Fig. 1: run 1, placed cells, one color a class
(3 px per micron)
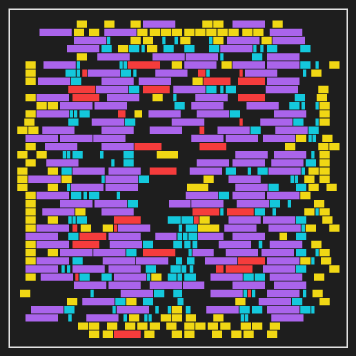
Fig. 2: run 1, the metal 1 layer
(4 px per micron)
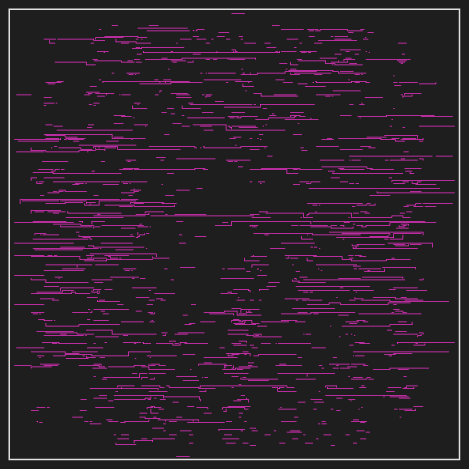
Fig. 3: run 1, zoomed window
Window x 16 to 41, y 72 to 97 microns. Cells in gray, sequential cells in the stronger gray; small squares are vias.
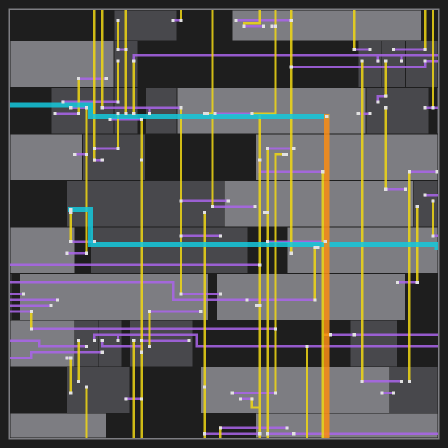
Fig. 4: run 1, routing congestion map
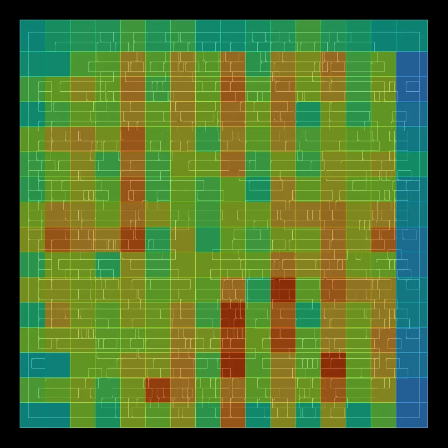
## config.mk

```make
export PLATFORM = sky130hd
export DESIGN_NAME = if_id_queue
export DESIGN_NICKNAME = d
export VERILOG_FILES = /design/src/rtl/if_id_queue.sv
export SDC_FILE = /design/constraint.sdc
export NUM_CORES = 1
export LEC_CHECK = 0
export CORE_MARGIN = 2
export CORE_UTILIZATION = 43
export DETAILED_ROUTE_END_ITERATION = 8
export MAX_ROUTING_LAYER = met4
export PLACE_DENSITY = 0.72
export SLEW_MARGIN = 40
export SYNTH_ARGS = -nofsm -noshare
export SYNTH_HDL_FRONTEND = slang
export SYNTH_SLANG_ARGS = --single-unit
```

## constraint.sdc

```tcl
create_clock -name clk -period 3.95 [get_ports clk]
set_input_delay 0.79 -clock clk [delete_from_list [all_inputs] [get_ports clk]]
set_output_delay 0.79 -clock clk [all_outputs]
set_load 0.02 [all_outputs]
```

## src/rtl/if_id_queue.sv

```systemverilog
// -----------------------------------------------------------------------------
// if_id_queue
//
// Small first-word-fall-through instruction queue between the fetch (IF) and
// decode (ID) stages. Fetch pushes {instr, pc} pairs. Decode sees the oldest
// entry combinationally from registered state and pops it with out_ready.
// A flush (branch taken / redirect) empties the queue on the next edge.
//
// Parameters
//   DEPTH     number of entries; legal values are 2, 4 or 8 (power of two so
//             the pointers wrap naturally)
//   NOP_WORD  instruction word presented on out_instr while the queue is empty
//
// Ports
//   clk           sole clock, rising edge
//   reset         synchronous, active-high; beats flush, push and pop
//   flush         discard every queued entry; beats push and pop
//   in_valid      fetch presents a valid instruction
//   in_instr      fetched instruction word
//   in_pc         PC of the fetched instruction
//   in_ready      queue can accept a push (count < DEPTH)
//   out_valid     head entry is valid (count != 0)
//   out_instr     head instruction word, NOP_WORD when empty
//   out_pc        head PC, zero when empty
//   out_ready     decode consumes the head this cycle
//   count         current occupancy, 0..DEPTH
//   bubble_count  (only with IFID_BUBBLE_COUNT_EN) saturating 16-bit count of
//                 cycles where decode was ready but the queue was empty
//
// Optional feature macro: IFID_BUBBLE_COUNT_EN
// -----------------------------------------------------------------------------
module if_id_queue #(
   parameter int          DEPTH    = 2,
   parameter logic [31:0] NOP_WORD = 32'h0000_0000
) (
   input  logic                   clk,
   input  logic                   reset,
   input  logic                   flush,
   input  logic                   in_valid,
   input  logic [31:0]            in_instr,
   input  logic [31:0]            in_pc,
   output logic                   in_ready,
   output logic                   out_valid,
   output logic [31:0]            out_instr,
   output logic [31:0]            out_pc,
   input  logic                   out_ready,
   output logic [$clog2(DEPTH):0] count
`ifdef IFID_BUBBLE_COUNT_EN
   ,
   output logic [15:0]            bubble_count
`endif
);

   localparam int               PTR_W    = $clog2(DEPTH);
   localparam int               CNT_W    = PTR_W + 1;
   localparam logic [CNT_W-1:0] FULL_CNT = CNT_W'(DEPTH);

   // Storage and state
   logic [31:0]      instr_mem [DEPTH];
   logic [31:0]      pc_mem    [DEPTH];

   logic [PTR_W-1:0] rd_ptr_q, rd_ptr_d;
   logic [PTR_W-1:0] wr_ptr_q, wr_ptr_d;
   logic [CNT_W-1:0] count_q,  count_d;

   logic             push;
   logic             pop;

   // Handshake: in_ready depends only on registered occupancy, so there is no
   // combinational path from out_ready back to fetch. When full, a same-cycle
   // pop does not make room for a push.
   assign in_ready  = (count_q < FULL_CNT);
   assign out_valid = (count_q != '0);

   assign push = in_valid  && in_ready  && !flush;
   assign pop  = out_valid && out_ready && !flush;

   // First-word fall-through: the head is read straight from storage.
   assign out_instr = out_valid ? instr_mem[rd_ptr_q] : NOP_WORD;
   assign out_pc    = out_valid ? pc_mem[rd_ptr_q]    : 32'h0;
   assign count     = count_q;

   // Next-state logic
   always_comb begin
      // NOTE: every variable gets a default first so no path leaves it
      // unassigned; that is what keeps this block from inferring latches.
      rd_ptr_d = rd_ptr_q;
      wr_ptr_d = wr_ptr_q;
      count_d  = count_q;

      if (flush) begin
         rd_ptr_d = '0;
         wr_ptr_d = '0;
         count_d  = '0;
      end else begin
         // DEPTH is a power of two, so plain increment wraps DEPTH-1 -> 0.
         if (push) wr_ptr_d = wr_ptr_q + PTR_W'(1);
         if (pop)  rd_ptr_d = rd_ptr_q + PTR_W'(1);

         unique case ({push, pop})
            2'b10:   count_d = count_q + CNT_W'(1);
            2'b01:   count_d = count_q - CNT_W'(1);
            default: count_d = count_q;  // idle, or push+pop cancels out
         endcase
      end
   end

   // Control state registers
   always_ff @(posedge clk) begin
      // NOTE: sequential state uses non-blocking assignments so every register
      // samples the pre-edge values regardless of statement order.
      if (reset) begin
         rd_ptr_q <= '0;
         wr_ptr_q <= '0;
         count_q  <= '0;
      end else begin
         rd_ptr_q <= rd_ptr_d;
         wr_ptr_q <= wr_ptr_d;
         count_q  <= count_d;
      end
   end

   // Entry storage
   // NOTE: the data array is deliberately not reset. Stale contents are never
   // visible because out_valid gates the outputs and reset clears the
   // pointers and count, so a write landing during reset is harmless.
   always_ff @(posedge clk) begin
      if (push) begin
         instr_mem[wr_ptr_q] <= in_instr;
         pc_mem[wr_ptr_q]    <= in_pc;
      end
   end

`ifdef IFID_BUBBLE_COUNT_EN
   // Decode-starvation counter: decode ready, nothing to hand it. Only reset
   // clears it; flush does not.
   logic [15:0] bubble_q;

   always_ff @(posedge clk) begin
      if (reset) begin
         bubble_q <= '0;
      end else if (out_ready && !out_valid && (bubble_q != 16'hFFFF)) begin
         bubble_q <= bubble_q + 16'd1;
      end
   end

   assign bubble_count = bubble_q;
`endif

endmodule
```

==> flow_metrics.py, run 1 <==
# Physical implementation metrics
metrics = {
    "synth": {
        "ys_chip_area_sq_mm": 0.005031,
        "top_cells_by_area": "edfxtp_1 (76%), mux2i_1 (13%), nor2_1 (5.1%)",
        "top_cell": "edfxtp_1",
        "synth_seq_share_pct": 78.39,
        "syn_area_per_cell_sq_um": 16.94,
        "ys_warn_count": 0,
        "ys_types": 17,
        "largest_area_cell": "edfxtp_1",
        "ys_seq_elements": 133,
        "ys.flop_type": "edfxtp_1",
        "syn_inst": 297,
        "yosys_cells": 297,
        "async_reset_ff_share_pct": 0,
        "top_area_share_pct": 76.40,
        "synth_nets": 367,
        "synthTopCellsByCount": "edfxtp_1 (128), nor2_1 (68), mux2i_1 (64), buf_2 (10), dfxtp_1 (5)",
        "synth_area_sq_mm": 0.005031,
        "edf_count": 128,
    },
    "clocking": {
        "clkLatencyLatePin_ns": 0.40,
        "numClockSinks": 133,
        "postCtsHoldBufs": 0,
        "cts_buffers": 17,
        "path_clk_slew_ns": 0.05,
        "cts-root-buf": "clkbuf_16",
        "htreeDepth": 4,
        "cts_tree": "done",
        "cts.repair.resized": 0,
        "clk_path_buf_depth": 2,
        "cts_setup_buffers": 0,
    },
    "pwr": {
        "p_total_mw": 3.265,
        "power_density_mw_per_mm2": 456.9,
        "peakVddDrop_v": 0.0002612,
        "p_leak_nw": 2.275,
    },
    "place": {
        "placed_cell_area_sq_mm": 0.006596,
        "numPortBuffers": 136,
        "routabilityCongestion": 0.7745,
        "post-place-ws_ns": 1.185,
        "dp_hpwl_mm": 6.037,
        "place_inst": 567,
    },
    "final_timing": {
        "maxSlewViolCount": 0,
        "worst_slack_ns": 0.7656,
        "hold_violations": 0,
        "fin_crit_ns": 3.184,
        "setup_tns_ns": 0,
        "fin_crit_sh_pct": 80.62,
        "fmax_ghz": 0.3140,
        "whs_ns": 0.5766,
        "rsz0062_at_grt": "no",
        "skew_ns": 0.004672,
        "finalSetupViolations": 0,
        "max_slew_margin_pct": 61.18,
        "tightest_slew_ns": 0.5823,
    },
    "layout": {
        "buffers_excl_clock": 141,
        "seq_area_sq_mm": 0.003948,
        "fin_area_sq_mm": 0.007146,
        "area_growth_pct": 42.03,
        "combGateArea_sq_mm": 0.001022,
        "antenna_cells": 1,
        "clk_share_pct": 7.652,
        "comb_area_share_pct": 14.31,
        "final_cells": 599,
        "fin_nets": 513,
        "nFillCells": 859,
        "final-nonclk-buf-share_pct": 20.10,
        "inv_count": 3,
        "nClkBuffers": 19,
        "drive_gt1_share_pct": 7.692,
        "ff_count": 133,
        "comb_cells": 147,
        "dominant_cells": "registers",
    },
    "setup_path": {
        "path_max_fanout": 33,
        "critical_path.slowest_cell": "dfxtp_4",
        "critPathCaptureType": "output pin",
        "reg2reg_from": "count[1]",
        "r2r_cells": 5,
        "cpPeakStageDelay_ns": 0.72,
        "startpoint_type": "register",
        "crit_type": "reg2out",
        "crit_chain": "buf_12 > mux2i_1 > nor2_1 > clkdlybuf4s50_1",
        "r2r_end": "count[1]",
        "endpoint": "out_pc[23]",
        "cp.required_ns": 3.16,
        "r2r_setup_slack_ns": 2.09,
        "crit_arrival_ns": 2.39,
    },
    "die": {
        "fp.dieH_microns": 112.2,
        "die_w_microns": 112.2,
        "die-area_sq_mm": 0.01258,
        "fp-utilization_pct": 44.06,
        "n_tap_cell": 143,
        "ioPinCount": 137,
    },
    "detailed_routing": {
        "wl_met3_microns": 647,
        "drt_iter0_drc": 125,
        "detail_route.vias_per_cell": 4.830,
        "vias": 2893,
        "highest_layer": "met4",
        "wl_met2_mm": 4.725,
        "dr.pass1.iters": 4,
        "drc": 0,
        "drt-total-wl_mm": 9.539,
        "ant_nets": 0,
        "drt-met1-wl_mm": 4.020,
        "drt-wirelength-per-cell_microns": 15.92,
    },
    "global_routing": {
        "gr-total-overflow": 0,
        "grt_max_degree": 65,
        "grt_antenna_before_repair": 1,
        "grt_pass1_vias": 3101,
        "grt_pass1_wl_mm": 15.50,
        "grt_usage_pct": 16.63,
    },
    "job": {
        "cap_violations": 0,
        "tool_warnings": 27,
    },
    "worst_hold_path": {
        "holdPathStages": 2,
        "holdCritStartpoint": "rd_ptr_q",
        "min_path_type": "reg2reg",
    },
    "outcome": {
        "status": "completed",
    },
}
Back to the opening pictures, Fig. 1:
class	color	cells	share of their area
clock drivers and dummy loads	red	31	7.9%
flops	purple	133	57%
other buffers and delay cells	yellow	141	21%
combinational and other logic	cyan	150	15%
sequential share of cell area: 55.24%
core region area: 0.01142 sq mm
# rows: 39

Back to the opening pictures, Fig. 2:
share of all routed wire	42%
wire length on this layer	4020 microns
longest straight run	34.0 microns
nets with wire on the layer	443
main direction	horizontal

Back to the opening pictures, Fig. 3:
layer	color
metal 2	yellow
metal 4	orange
metal 1	purple
metal 3	cyan
most frequent	edfxtp_1 (11), mux2i_1 (6), nor2_1 (6)
netlist names of flops here include	instr_mem (11)
sequential cells in the window	11
cells with their middle in the window	28

Back to the opening pictures, Fig. 4:
final core occ: 62.58%
M2 GR Usage: 26.71%
GR Layer Usage met3: 5.724%
Top Usage Layer GRT: met2
M1 GR Usage: 19.74%

run 1: power by group:
| group | internal [mW] | switching [mW] | leakage (nW) |
|---|---|---|---|
| clock network | 0.911 | 0.520 | 0.261 |
| registers | 1.59 | 0.0125 | 1.22 |
| logic | 0.120 | 0.107 | 0.798 |
| total | 2.63 | 0.640 | 2.28 |
run 1: critical path, delay by kind of cell (launching register included):
family / cells / cell delay (ns)
buffers and inverters: 2 / 0.87
flip-flops: 1 / 0.72
multiplexers: 1 / 0.30
AND/OR/NAND/NOR: 1 / 0.08
run 1: flip-flops by register name, summed over array words and instances (netlist names), named ones only:
signal     cells
count          2
rd_ptr_q       1
instr_mem     64
pc_mem        64
wr_ptr_q       1
run 1: placed cells by master (no fill, tap or decap), types with 2 or more instances in the layout:
cell type and n:
buf_12 3, buf_4 2, bufinv_16 2, clkbuf_1 2, clkbuf_16 17, clkdlybuf4s50_1 136
clkinv_1 3, clkinv_2 4, clkinvlp_4 3, dfxtp_1 4, edfxtp_1 128, inv_1 3
mux2i_1 64, nor2_1 65, nor2_4 3, nor3_1 4, o21ai_0 2, xnor2_1 2
xor2_1 2
run 1: logic make-up (layout without fill, tap and decap cells):
| group | count (synthesis) | after routing | synth area share [%] |
|---|---|---|---|
| flip-flops | 133 | 133 | 78.39 |
| AND/OR/NAND/NOR | 75 | 75 | 5.844 |
| multiplexers | 64 | 64 | 12.73 |
| buffers and inverters | 17 | 175 | 1.741 |
| XOR/XNOR | 4 | 4 | 0.6965 |
| AND-OR/OR-AND | 3 | 3 | 0.3482 |
| adder cells (fa/ha/maj) | 1 | 1 | 0.2487 |
| other | 0 | 1 | 0 |
Fig. 5: run 1, sizing map
(3 px per micron)
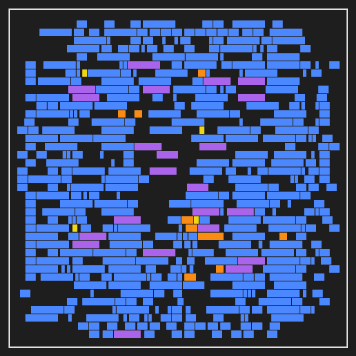

## Run 2: what changed since run 1
PLACE_DENSITY = 0.7   (was 0.72)
clock period = 3.05 ns   (was 3.95 ns; I/O delays follow)
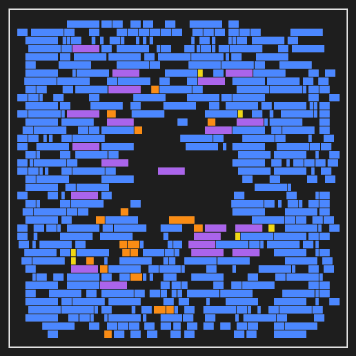
Fig. 6. Sizing map (run 2).
(3 px per micron)
size	color	cells	share	most used
_3 and _4 cells	orange	18	3.9%	buf_4
_2 cells	yellow	6	1.3%	clkinv_2
_0 and _1 cells	blue	417	90%	clkdlybuf4s50_1
_6 and larger	purple	21	4.5%	clkbuf_16

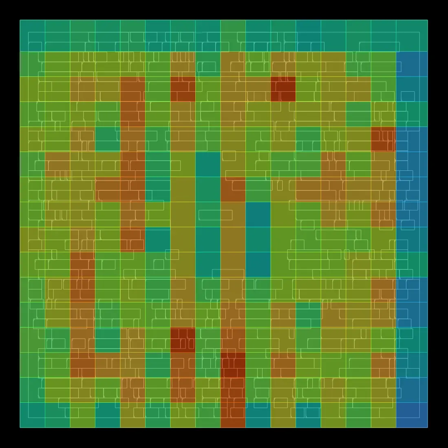
Fig. 7. Routing congestion map (run 2).
All-Layer GR Usage: 15.97%
routed wire length per instance: 15.74 microns
M2 GR Usage: 26.75%

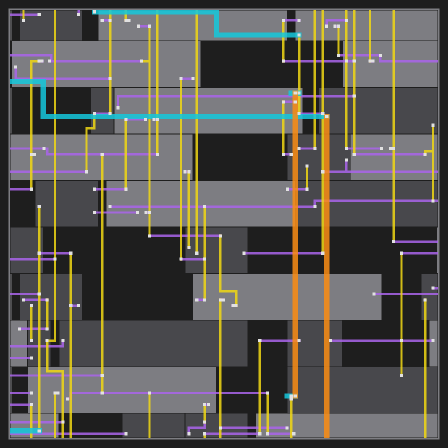
Fig. 8. Zoomed window (run 2).
Window x 16 to 41, y 72 to 97 microns. Cells in gray, sequential cells in the stronger gray; small squares are vias.

==> run 2 against run 1 <==
Compared with the run above:
- critical path depth is the same
- non-clock buffer count grew 5
- core utilization grew 0.52 points
- count of clock-buffer cells in the layout shrank 2
- setup slack lost 0.48 ns
- via count grew 1.3%
- largest power group unchanged
- hold slack lost 0.0081 ns
- sequential share of layout area shrank 0.45 points
- critical path type unchanged
- area after synthesis is the same
==> flow_metrics.py, run 2 <==
# Physical implementation metrics
metrics = {
    "synth": {
        "simple_gate_area_share_pct": 5.844,
        "ys_chip_area_sq_mm": 0.005031,
        "synth.comb.largest_family": "multiplexers",
        "largest_area_cell": "edfxtp_1",
        "synthTopCellsByCount": "edfxtp_1 (128), nor2_1 (68), mux2i_1 (64), buf_2 (10), dfxtp_1 (5)",
        "top_cell": "edfxtp_1",
        "top_area_share_pct": 76.40,
        "top_cells_by_area": "edfxtp_1 (76%), mux2i_1 (13%), nor2_1 (5.1%)",
        "synth_seq_share_pct": 78.39,
        "ys_seq_elements": 133,
    },
    "place": {
        "numPortBuffers": 136,
        "routabilityCongestion": 0.7729,
        "dp_hpwl_mm": 6.097,
    },
    "global_routing": {
        "grt_pass1_vias": 3039,
        "top_usage_layer": "met2",
        "grtUsageMet1_pct": 18.39,
        "use_met3_pct": 4.158,
    },
    "layout": {
        "fin_nets": 519,
        "antenna_cells": 0,
        "drive_gt1_share_pct": 9.740,
        "lay_top_cells": "clkdlybuf4s50_1 (136), edfxtp_1 (128), nor2_1 (65)",
        "layout_top_cell": "clkdlybuf4s50_1",
    },
    "clocking": {
        "htreeDepth": 4,
        "postCtsHoldBufs": 0,
        "path_clk_slew_ns": 0.05,
        "clkLatencyLatePin_ns": 0.40,
        "numClockSinks": 133,
        "cts.repair.resized": 0,
        "cts_buffers": 17,
        "cts-root-buf": "clkbuf_16",
        "clk_path_buf_depth": 2,
    },
    "detailed_routing": {
        "vias": 2931,
        "drt-met1-wl_mm": 4.149,
        "ant_nets": 0,
        "highest_layer": "met4",
        "drt_iter0_drc": 106,
        "drt-total-wl_mm": 9.522,
    },
    "setup_path": {
        "r2r_cells": 5,
        "reg2reg_from": "count[1]",
        "crit_arrival_ns": 2.16,
        "path_max_fanout": 17,
        "crit_type": "reg2out",
        "startpoint_type": "register",
        "r2r_setup_slack_ns": 1.11,
    },
    "outcome": {
        "status": "completed",
    },
    "final_timing": {
        "fmax_ghz": 0.3615,
        "maxSlewViolCount": 0,
        "setup_tns_ns": 0,
        "fin_crit_ns": 2.766,
        "whs_ns": 0.5685,
        "fin_crit_sh_pct": 90.70,
        "tightest_slew_ns": 0.7606,
        "skew_ns": 0.007129,
        "finalSetupViolations": 0,
    },
    "die": {
        "fp.dieH_microns": 112.2,
        "die-area_sq_mm": 0.01258,
        "core_region_area_sq_mm": 0.01142,
        "fp-utilization_pct": 44.06,
    },
    "worst_hold_path": {
        "holdCritStartpoint": "rd_ptr_q",
        "holdPathStages": 2,
        "min_path_type": "reg2reg",
    },
    "pwr": {
        "peakVddDrop_v": 0.0003842,
        "power_density_mw_per_mm2": 605.9,
    },
}
==> run 2: cell counts after synthesis <==
Identical to the previous run, type by type.
==> run 2: worst max path at each step <==
stage / endpoint / slack [ns] / cells after the start
final: out_instr[15] / 0.28 / 4
after global routing: out_instr[22] / 0.15 / 4
after CTS: out_instr[16] / 0.01 / 4
after detailed placement: out_instr[16] / 0.24 / 4
after global placement: out_instr[16] / 0.29 / 4
after floorplan: instr_mem[0][0] / -1.02 / 3
==> run 2: power breakdown <==
| part | switching (mW) | total, mW | leakage, nW | internal, mW |
|---|---|---|---|---|
| Sequential | 0.0156 | 2.08 | 1.22 | 2.06 |
| Clock | 0.719 | 1.99 | 0.287 | 1.27 |
| Combinational | 0.139 | 0.293 | 0.819 | 0.155 |
==> run 2: critical path, cell delays in order, from the launching register on <==
cell             delay [ns]
dfxtp_4                0.55
buf_4                  0.33
mux2i_1                0.27
nor2_1                 0.06
clkdlybuf4s50_1        0.54
==> run 2: cell type report <==
class / instances / area (sq um) / share of cell area, %
Inverter: 3 / 11.26 / 0.1563
Timing Repair Buffer: 146 / 1449 / 20.11
Tap cell: 143 / 178.9 / 2.484
Sequential cell: 133 / 3948 / 54.79
Clock inverter: 15 / 163.9 / 2.275
Clock buffer: 17 / 425.4 / 5.905
Multi-Input combinational cell: 148 / 1028 / 14.28
==> run 2: cell families after synthesis <==
logic type | Yosys count
simple gates | 75
flops | 133
mux | 64
xor+xnor | 4
compound gates | 3
buf+inv | 17
fa+ha+maj | 1
==> run 2: metrics by stage <==
stage               power [mW]  area [sq um]  setup WS, ns  util, %
floorplan                2.233          5031        -1.017        -
global placement         2.403          6594        0.2865    57.75
detailed placement       2.411          6594        0.2447    57.75
CTS                      4.402          7189       0.01242    62.96
global route             4.520          7204        0.1542    63.09
finish                   4.365          7204        0.2836    63.09
Power figures rest on the tool's default switching activity, not on a simulated workload.
